--- src/rtl/uart_rx_fifo_if.sv ---
// rtl/uart_rx_fifo_if.sv - receive-side and consumer-side signal bundle for uart_rx_fifo
interface uart_rx_fifo_if #(
  parameter int ADDR_W = 4
);
  // uart_recv side
  logic [7:0]      rx_data;
  logic            rx_busy;
  logic            rx_okay;

  // consumer side
  logic [7:0]      out_data;
  logic            out_valid;
  logic            out_ready;

  // status and control
  logic [ADDR_W:0] count;
  logic            full;
  logic            overflow;
  logic            frame_err;
  logic            err_clear;

  modport master (
    output rx_data, rx_busy, rx_okay, out_ready, err_clear,
    input  out_data, out_valid, count, full, overflow, frame_err
  );

  modport slave (
    input  rx_data, rx_busy, rx_okay, out_ready, err_clear,
    output out_data, out_valid, count, full, overflow, frame_err
  );
endinterface

--- src/rtl/uart_rx_fifo.sv ---
// rtl/uart_rx_fifo.sv - frame-detecting byte FIFO behind uart_recv with sticky error flags
module uart_rx_fifo #(
  parameter int ADDR_W = 4,
  parameter int DEPTH  = 16
) (
  input  logic           CLK100MHZ,
  input  logic           reset,
  uart_rx_fifo_if.slave  bus
);

  localparam logic [ADDR_W:0] DEPTH_C = (ADDR_W+1)'(DEPTH);

  logic [7:0]      mem [DEPTH];
  logic [ADDR_W:0] rd_ptr;
  logic [ADDR_W:0] wr_ptr;
  logic [ADDR_W:0] count_q;
  logic            busy_d;
  logic            overflow_q;
  logic            frame_err_q;

  logic            done;
  logic            push_req;
  logic            bad_frame;
  logic            is_full;
  logic            is_empty;
  logic            pop;
  logic            push;
  logic            drop;

  // The falling edge of rx_busy marks exactly one completed frame; data and
  // okay are valid from uart_recv in that same cycle.
  assign done      = busy_d & ~bus.rx_busy;
  assign push_req  = done & bus.rx_okay;
  assign bad_frame = done & ~bus.rx_okay;

  assign is_full   = (count_q == DEPTH_C);
  assign is_empty  = (count_q == '0);

  // A pop frees the slot in the same cycle, so a full FIFO still accepts a
  // byte when the consumer drains concurrently.
  assign pop       = ~is_empty & bus.out_ready;
  assign push      = push_req & (~is_full | pop);
  assign drop      = push_req & is_full & ~pop;

  // Edge-detect register for rx_busy.
  always_ff @(posedge CLK100MHZ or posedge reset) begin
    if (reset) begin
      busy_d <= 1'b0;
    end else begin
      busy_d <= bus.rx_busy;
    end
  end

  // Storage array is deliberately left unreset; only the pointers define contents.
  always_ff @(posedge CLK100MHZ) begin
    if (push) begin
      mem[wr_ptr[ADDR_W-1:0]] <= bus.rx_data;
    end
  end

  // Read/write pointers and occupancy count.
  always_ff @(posedge CLK100MHZ or posedge reset) begin
    if (reset) begin
      wr_ptr  <= '0;
      rd_ptr  <= '0;
      count_q <= '0;
    end else begin
      if (push) begin
        wr_ptr <= wr_ptr + 1'b1;
      end
      if (pop) begin
        rd_ptr <= rd_ptr + 1'b1;
      end
      case ({push, pop})
        2'b10:   count_q <= count_q + 1'b1;
        2'b01:   count_q <= count_q - 1'b1;
        default: count_q <= count_q;
      endcase
    end
  end

  // Sticky error flags; a new error in the clear cycle keeps the flag set.
  always_ff @(posedge CLK100MHZ or posedge reset) begin
    if (reset) begin
      overflow_q  <= 1'b0;
      frame_err_q <= 1'b0;
    end else begin
      if (drop) begin
        overflow_q <= 1'b1;
      end else if (bus.err_clear) begin
        overflow_q <= 1'b0;
      end
      if (bad_frame) begin
        frame_err_q <= 1'b1;
      end else if (bus.err_clear) begin
        frame_err_q <= 1'b0;
      end
    end
  end

  // Show-ahead head byte; every output depends only on registers or the array.
  assign bus.out_data  = mem[rd_ptr[ADDR_W-1:0]];
  assign bus.out_valid = ~is_empty;
  assign bus.count     = count_q;
  assign bus.full      = is_full;
  assign bus.overflow  = overflow_q;
  assign bus.frame_err = frame_err_q;

  // Pointer MSBs only record the wrap lap; occupancy comes from count_q.
  logic unused_ptr_msb;
  assign unused_ptr_msb = &{1'b0, wr_ptr[ADDR_W], rd_ptr[ADDR_W]};

endmodule
--- src/flat_wrapper.sv ---
// flat-port wrapper written by rule: the top's interface ports become plain ports
module uart_rx_fifo_flat 
#(
  parameter int ADDR_W = 4,
  parameter int DEPTH  = 16
)
  (CLK100MHZ, reset, bus_rx_data, bus_rx_busy, bus_rx_okay, bus_out_ready, bus_err_clear, bus_out_data, bus_out_valid, bus_count, bus_full, bus_overflow, bus_frame_err);
  uart_rx_fifo_if #(.ADDR_W(ADDR_W)) bus_i ();
  input  logic CLK100MHZ;
  input  logic reset;
  input wire logic [$bits(bus_i.rx_data)-1:0] bus_rx_data;
  input wire logic [$bits(bus_i.rx_busy)-1:0] bus_rx_busy;
  input wire logic [$bits(bus_i.rx_okay)-1:0] bus_rx_okay;
  input wire logic [$bits(bus_i.out_ready)-1:0] bus_out_ready;
  input wire logic [$bits(bus_i.err_clear)-1:0] bus_err_clear;
  output wire logic [$bits(bus_i.out_data)-1:0] bus_out_data;
  output wire logic [$bits(bus_i.out_valid)-1:0] bus_out_valid;
  output wire logic [$bits(bus_i.count)-1:0] bus_count;
  output wire logic [$bits(bus_i.full)-1:0] bus_full;
  output wire logic [$bits(bus_i.overflow)-1:0] bus_overflow;
  output wire logic [$bits(bus_i.frame_err)-1:0] bus_frame_err;
  assign bus_i.rx_data = bus_rx_data;
  assign bus_i.rx_busy = bus_rx_busy;
  assign bus_i.rx_okay = bus_rx_okay;
  assign bus_i.out_ready = bus_out_ready;
  assign bus_i.err_clear = bus_err_clear;
  assign bus_out_data = bus_i.out_data;
  assign bus_out_valid = bus_i.out_valid;
  assign bus_count = bus_i.count;
  assign bus_full = bus_i.full;
  assign bus_overflow = bus_i.overflow;
  assign bus_frame_err = bus_i.frame_err;
  uart_rx_fifo #(.ADDR_W(ADDR_W), .DEPTH(DEPTH)) u_core (.CLK100MHZ(CLK100MHZ), .reset(reset), .bus(bus_i));
endmodule
--- config.mk ---
export PLATFORM = sky130hd
export DESIGN_NAME = uart_rx_fifo_flat
export DESIGN_NICKNAME = d
export VERILOG_FILES = /design/src/rtl/uart_rx_fifo_if.sv /design/src/rtl/uart_rx_fifo.sv /design/src/flat_wrapper.sv
export SDC_FILE = /design/constraint.sdc
export NUM_CORES = 1
export LEC_CHECK = 0
export CORE_ASPECT_RATIO = 1.2
export CORE_MARGIN = 1.5
export CORE_UTILIZATION = 54
export DETAILED_ROUTE_END_ITERATION = 16
export PLACE_DENSITY = 0.76
export SYNTH_ARGS = -nofsm -noshare
export SYNTH_HDL_FRONTEND = slang
export SYNTH_SLANG_ARGS = --single-unit
--- constraint.sdc ---
create_clock -name CLK100MHZ -period 2.18 [get_ports CLK100MHZ]
set_input_delay 0.218 -clock CLK100MHZ [delete_from_list [all_inputs] [get_ports CLK100MHZ]]
set_output_delay 0.218 -clock CLK100MHZ [all_outputs]
set_load 0.05 [all_outputs]
==> images/final_congestion.png <==
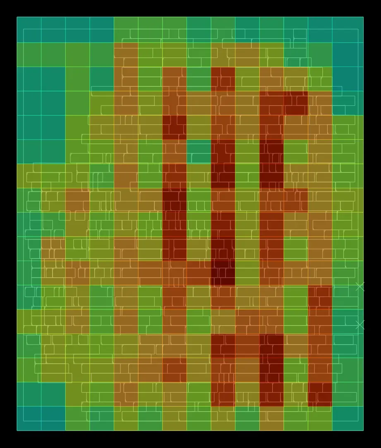
M1 GR Usage: 0.265
GR Layer Usage met3: 0.0552
met2 global-route usage: 0.388
fin util: 0.725
GRT Total Usage: 0.225

==> images/wire_density.png <==
20 x 24 tiles, from white (low) to dark blue (high), scaled to the fullest tile. Values are wire area over tile area, all layers added.
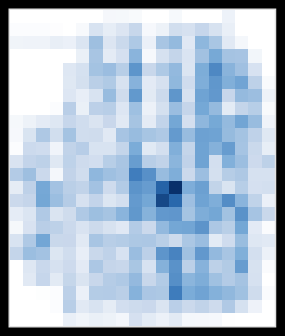
nearly empty tiles: 14%
tiles over half the peak: 11%
emptiest ninth of the die: top left
fullest tile: 0.66

==> images/met1.png <==
Bar = 20 microns.
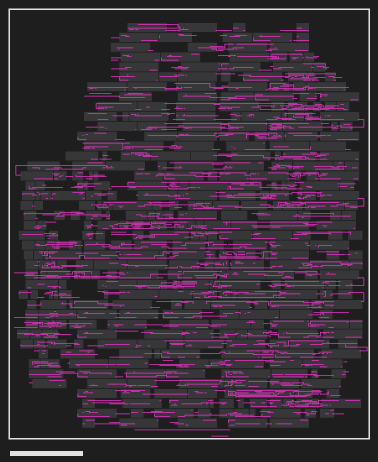
share of all routed wire: 38%
wire length on this layer: 4670 microns
main direction: horizontal

==> images/zoom.png <==
Bar = 5 microns. Region (64, 78) to (84, 98) microns. Cells in gray, sequential cells in the stronger gray; small squares are vias.
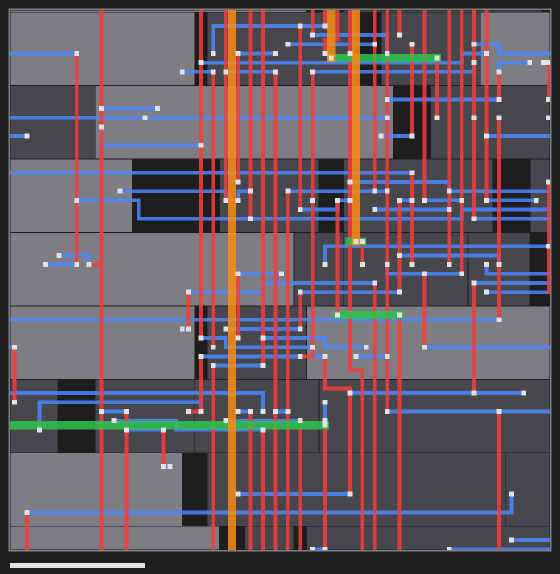
legend:
  met3:
    color: green
  met1:
    color: blue
  met2:
    color: red
  met4:
    color: orange
cells with their middle in the window: 19
netlist names of flops here include: u_core.mem (6)
most frequent: edfxtp_1 (6), mux2i_1 (4), a22oi_2 (3)
sequential cells in the window: 6

==> metrics.cfg <==
[worst_setup_path]
r2r_slack_ns = 0.09
crit_family = buffers and inverters
cp_data_arrival_time_ns = 2.11
worstReg2RegStart = u_core.bus.count[3]
path_class = reg2out
reg2reg_to = u_core.mem[7][3]
cp-end-kind = primary output
worstPathRequired_ns = 1.96

[layout]
clk_share = 0.0817
buffers = 72
syn_to_final_growth_pct = 30.1
comb_area_frac = 0.236
buffer_area_frac = 0.105
diodes = 0
lay_top_count = edfxtp_1
largestClassByArea = sequential cells

[run_status]
violations = design-rule violations, negative setup slack
run_status = complete, but fails checks

[floorplanning]
io_pins = 31
die_h_microns = 118
core_sq_mm = 0.0106

[clocking]
post-cts-setup-buffers = 3
clock_latency_ns = 0.41
hold_buffers = 0

[logic_synthesis]
ys_sh_xor = 0.0133
top_cells_by_area = edfxtp_1 65%, dfrtp_1 6.8%, mux4_2 6.1%
syn_nets = 367
syn-cell-area_sq_mm = 0.00592
synthSimpleGateAreaFrac = 0.0469
top_logic_kind = multiplexers
synth_top_cell_by_area = edfxtp_1

[timing]
setup_viol = 8
hold_viol = 0
finalWorstSetupSlack_ns = -0.151

[detailed_routing]
drc = 2
drt_iter0_drc = 235

==> routing by layer <==
metal / GRT usage / share of wire / vias up
li1: - / - / 1511
met1: 0.265 / 0.38 / 1710
met2: 0.388 / 0.54 / 126
met3: 0.0552 / 0.055 / 31
met4: 0.104 / 0.025 / 0
met5: 0 / 0 / -
==> through the flow <==
stage / utilization / setup WS (ns) / setup TNS, ns
after floorplan: - / -0.141 / -0.367
after global placement: 0.637 / 0.0105 / 0
after detailed placement: 0.637 / -0.0427 / -0.0427
after CTS: 0.719 / -0.134 / -0.943
after global routing: 0.725 / -0.242 / -1.62
final: 0.725 / -0.151 / -0.918
